<file path="src/rtl/btn_pkg.sv">
// btn_pkg: timing and width helpers shared by the button input array.
// Provides cycle-count conversions from clock frequency, counter width
// sizing and the released-pin level for a given polarity.
package btn_pkg;

    function automatic int width_for(input int max_val);
        return (max_val < 1) ? 1 : $clog2(max_val + 1);
    endfunction

    function automatic int debounce_cycles(input longint freq, input longint us);
        longint c = freq * us / 64'd1_000_000;
        return (c < 1) ? 1 : int'(c);
    endfunction

    function automatic int ms_cycles(input longint freq);
        return (freq < 1000) ? 1 : int'(freq / 1000);
    endfunction

    // Pin level when the button is released: high for active-low wiring.
    function automatic logic idle_pin(input bit active_low);
        return active_low;
    endfunction

endpackage

</file>
<file path="src/rtl/btn_channel.sv">
// btn_channel: synchroniser, debounce filter and hold/repeat timer for one button.
// Ports: clk, reset (sync, active-high), raw_i (async pin), ms_tick_i (shared
// 1 ms strobe); level_o (debounced, 1 = pressed), press_o, release_o, long_o,
// repeat_o (one-cycle event pulses).
module btn_channel
    import btn_pkg::*;
#(
    parameter int DB_CYCLES = 10,
    parameter int LONG_MS   = 500,
    parameter int REPEAT_MS = 100,
    parameter bit ACTIVE_LOW = 1'b1
) (
    input  logic clk,
    input  logic reset,
    input  logic raw_i,
    input  logic ms_tick_i,
    output logic level_o,
    output logic press_o,
    output logic release_o,
    output logic long_o,
    output logic repeat_o
);
    localparam int CW = width_for(DB_CYCLES);
    localparam int HW = width_for(LONG_MS > REPEAT_MS ? LONG_MS : REPEAT_MS);
    localparam logic [CW-1:0] CNT_LAST  = CW'(DB_CYCLES - 1);
    localparam logic [HW-1:0] HOLD_LONG = HW'(LONG_MS);
    localparam logic [HW-1:0] HOLD_REP  = HW'(REPEAT_MS);
    localparam logic IDLE = idle_pin(ACTIVE_LOW);
    localparam bit REP_EN = REPEAT_MS != 0;

    logic [1:0]    sync_q;
    logic [CW-1:0] cnt_q, cnt_d;
    logic [HW-1:0] hold_q, hold_d, hold_inc;
    logic level_q, level_d, long_done_q, long_done_d;
    logic press_q, press_d, release_q, release_d, long_q, long_d, repeat_q, repeat_d;
    logic s, settled, held;

    always_comb begin
        s           = sync_q[1] ^ ACTIVE_LOW;
        settled     = (s != level_q) && (cnt_q == CNT_LAST);
        cnt_d       = (s == level_q || settled) ? '0 : cnt_q + 1'b1;
        level_d     = settled ? s : level_q;
        press_d     = settled && s;
        release_d   = settled && !s;
        // Timer only runs across edges where the button stays down, so a
        // release landing on a threshold tick suppresses the pulse.
        held        = level_q && level_d;
        // Freeze once long fired with repeat disabled so hold never wraps.
        hold_inc    = hold_q + HW'(ms_tick_i && !(long_done_q && !REP_EN));
        long_d      = held && !long_done_q && hold_inc == HOLD_LONG;
        repeat_d    = held && long_done_q && REP_EN && hold_inc == HOLD_REP;
        long_done_d = held && (long_done_q || long_d);
        hold_d      = (!held || long_d || repeat_d) ? '0 : hold_inc;
    end

    always_ff @(posedge clk) begin
        if (reset) begin
            sync_q      <= {2{IDLE}};
            cnt_q       <= '0;
            hold_q      <= '0;
            level_q     <= 1'b0;
            long_done_q <= 1'b0;
            press_q     <= 1'b0;
            release_q   <= 1'b0;
            long_q      <= 1'b0;
            repeat_q    <= 1'b0;
        end else begin
            sync_q      <= {sync_q[0], raw_i};
            cnt_q       <= cnt_d;
            hold_q      <= hold_d;
            level_q     <= level_d;
            long_done_q <= long_done_d;
            press_q     <= press_d;
            release_q   <= release_d;
            long_q      <= long_d;
            repeat_q    <= repeat_d;
        end
    end

    assign level_o   = level_q;
    assign press_o   = press_q;
    assign release_o = release_q;
    assign long_o    = long_q;
    assign repeat_o  = repeat_q;

endmodule

</file>
<file path="src/rtl/btn_input_array.sv">
// btn_input_array: NUM_BTNS independent debounced button channels sharing a 1 ms timebase.
// Ports: clk, reset (sync, active-high), btn_raw (async pins); btn_level
// (debounced, 1 = pressed), press_pulse, release_pulse, long_pulse,
// repeat_pulse (one-cycle events, one bit per channel).
module btn_input_array
    import btn_pkg::*;
#(
    parameter int NUM_BTNS      = 4,
    parameter int CLKIN_FREQ    = 27_000_000,
    parameter int DEBOUNCE_US   = 1000,
    parameter int LONG_PRESS_MS = 500,
    parameter int REPEAT_MS     = 100,
    parameter int ACTIVE_LOW    = 1
) (
    input  logic                clk,
    input  logic                reset,
    input  logic [NUM_BTNS-1:0] btn_raw,
    output logic [NUM_BTNS-1:0] btn_level,
    output logic [NUM_BTNS-1:0] press_pulse,
    output logic [NUM_BTNS-1:0] release_pulse,
    output logic [NUM_BTNS-1:0] long_pulse,
    output logic [NUM_BTNS-1:0] repeat_pulse
);
    localparam int DB_CYC = debounce_cycles(CLKIN_FREQ, DEBOUNCE_US);
    localparam int MS_CYC = ms_cycles(CLKIN_FREQ);
    localparam int PW     = width_for(MS_CYC - 1);
    localparam logic [PW-1:0] PRE_LAST = PW'(MS_CYC - 1);

    logic [PW-1:0] pre_q;
    logic          ms_tick;

    assign ms_tick = pre_q == PRE_LAST;

    always_ff @(posedge clk) begin
        if (reset) pre_q <= '0;
        else       pre_q <= ms_tick ? '0 : pre_q + 1'b1;
    end

    for (genvar i = 0; i < NUM_BTNS; i++) begin : g_ch
        btn_channel #(
            .DB_CYCLES (DB_CYC),
            .LONG_MS   (LONG_PRESS_MS),
            .REPEAT_MS (REPEAT_MS),
            .ACTIVE_LOW(ACTIVE_LOW != 0)
        ) u_ch (
            .clk      (clk),
            .reset    (reset),
            .raw_i    (btn_raw[i]),
            .ms_tick_i(ms_tick),
            .level_o  (btn_level[i]),
            .press_o  (press_pulse[i]),
            .release_o(release_pulse[i]),
            .long_o   (long_pulse[i]),
            .repeat_o (repeat_pulse[i])
        );
    end

endmodule

</file>
<file path="config.mk">
export PLATFORM = sky130hd
export DESIGN_NAME = btn_input_array
export DESIGN_NICKNAME = d
export VERILOG_FILES = /design/src/rtl/btn_pkg.sv /design/src/rtl/btn_channel.sv /design/src/rtl/btn_input_array.sv
export SDC_FILE = /design/constraint.sdc
export NUM_CORES = 1
export LEC_CHECK = 0
export ABC_CLOCK_PERIOD_IN_PS = 4970
export CAP_MARGIN = 20
export CELL_PAD_IN_SITES_DETAIL_PLACEMENT = 0
export CELL_PAD_IN_SITES_GLOBAL_PLACEMENT = 1
export CORE_MARGIN = 2
export CORE_UTILIZATION = 40
export CTS_BUF_LIST = sky130_fd_sc_hd__clkbuf_4
export DETAILED_ROUTE_END_ITERATION = 8
export PLACE_DENSITY_LB_ADDON = 0.1
export SLEW_MARGIN = 40
export SYNTH_ARGS = -nofsm -noshare
export SYNTH_HDL_FRONTEND = slang
export SYNTH_HIERARCHICAL = 1
export SYNTH_SLANG_ARGS = --single-unit
</file>
<file path="constraint.sdc">
create_clock -name clk -period 4.97 [get_ports clk]
set_clock_uncertainty 0.1 [all_clocks]
set_input_delay 0.497 -clock clk [delete_from_list [all_inputs] [get_ports clk]]
set_output_delay 0.497 -clock clk [all_outputs]
set_load 0.01 [all_outputs]
</file>
Fig. 1: sequential cells grouped by signal name
The bar under the picture is 50 um long. Other sequential cells in the stronger grey, the rest of the logic in the fainter grey.
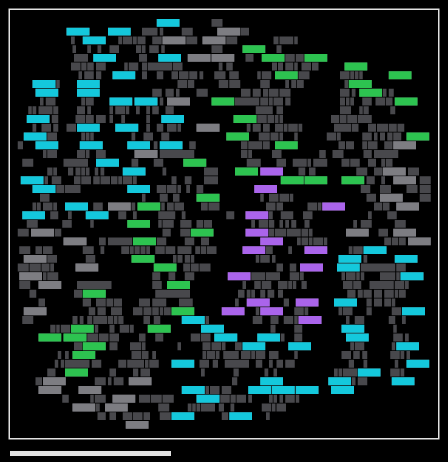
Key: green = `g_ch.u_ch/hold_q` [flops 36, where all over the die]; cyan = `g_ch.u_ch/cnt_q` [flops 60, where all over the die]; purple = `pre_q` [flops 15, where centre]
Another 32 sequential cells are not coloured.

Fig. 2: local utilization
The die is cut into 13 by 13 equal tiles; black is low, pale yellow is high, 0 to 100% covered.
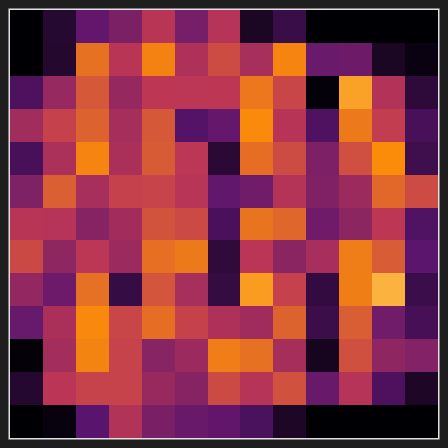
The fullest tile reaches 84%. 1.8% of the tiles are over 75% full. The mean over all tiles is 40%.

==> metrics.yaml <==
outcome: "completed"
drt-vias-per-instance: 5.03
hold-worst-slack_ns: 0.301
wl_met3_um: 457
met1_length_um: 6070
comb_area_sq_mm: 0.00356
worstMarginPinSlew_ns: 0.731
cts_htree_levels: 4
mostFrequentLayoutCell: "dfxtp_1"
dr_total_vias: 4850
cp.depth: 9
async_reset_ff_share_pct: 0
powerComb_mw: 0.0228
cp-start-kind: "register"
synthTopCellsByArea: "dfxtp_1 (43%), nor2_1 (6.8%), xnor2_1 (6.3%)"
avgSynthCellArea_sq_um: 9.46
largest_registers: "g_ch.u_ch/cnt_q x60, g_ch.u_ch/hold_q x36, pre_q x15"
crit_chain: "or4b_1 > nor4_2 > ha_1 > ha_1 > nand3_1 > xor2_1 > o211ai_1 > o31a_1 > o211a_1"
synth-edff-count: 0
stdcell_area_sq_mm: 0.00736
drcViolationCount: 0
cts_root_buffer: "clkbuf_4"
flops: 143
critPathKind: "register to register"
final-clk-cell-share_pct: 4.51
path_buffers: 0
fp.dieW_um: 133
buffers_excl_clock: 25
initCoreUtil_pct: 40.6
internal_power_mw: 1.57
max_freq_mhz: 285
period_minus_slack_ns: 3.50
top_cells_by_count: "dfxtp_1 (143), nor2_1 (121), xnor2_1 (48)"
netlist_instances: 706
powerSeq_mw: 1.16
tap_cells: 220
clkPwrFrac_pct: 41.5
routed_wl_um: 12200
cp.arrival_ns: 3.83
r2r_slack_ns: 1.47
Fig. 3: track usage over the die
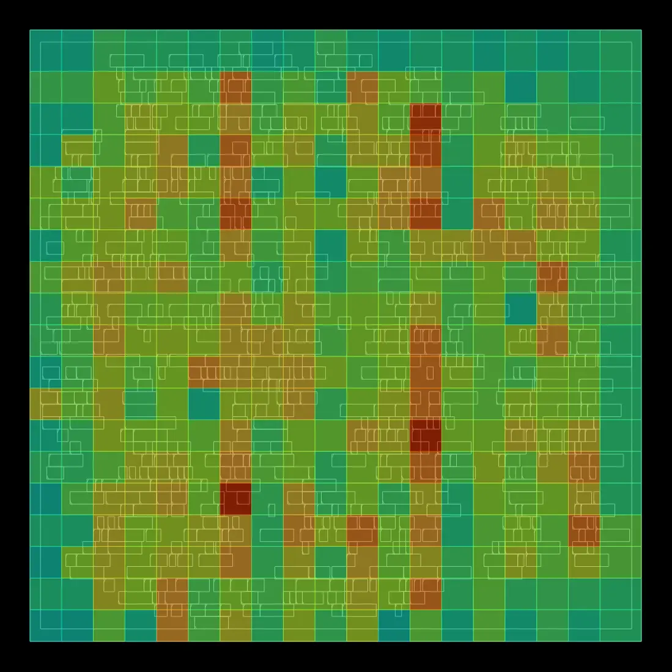
final core occ: 44.7%
met2 usage: 23.6%
WL/cell: 12.7 um
global route hottest layer: met2
met1 global-route usage: 18.8%

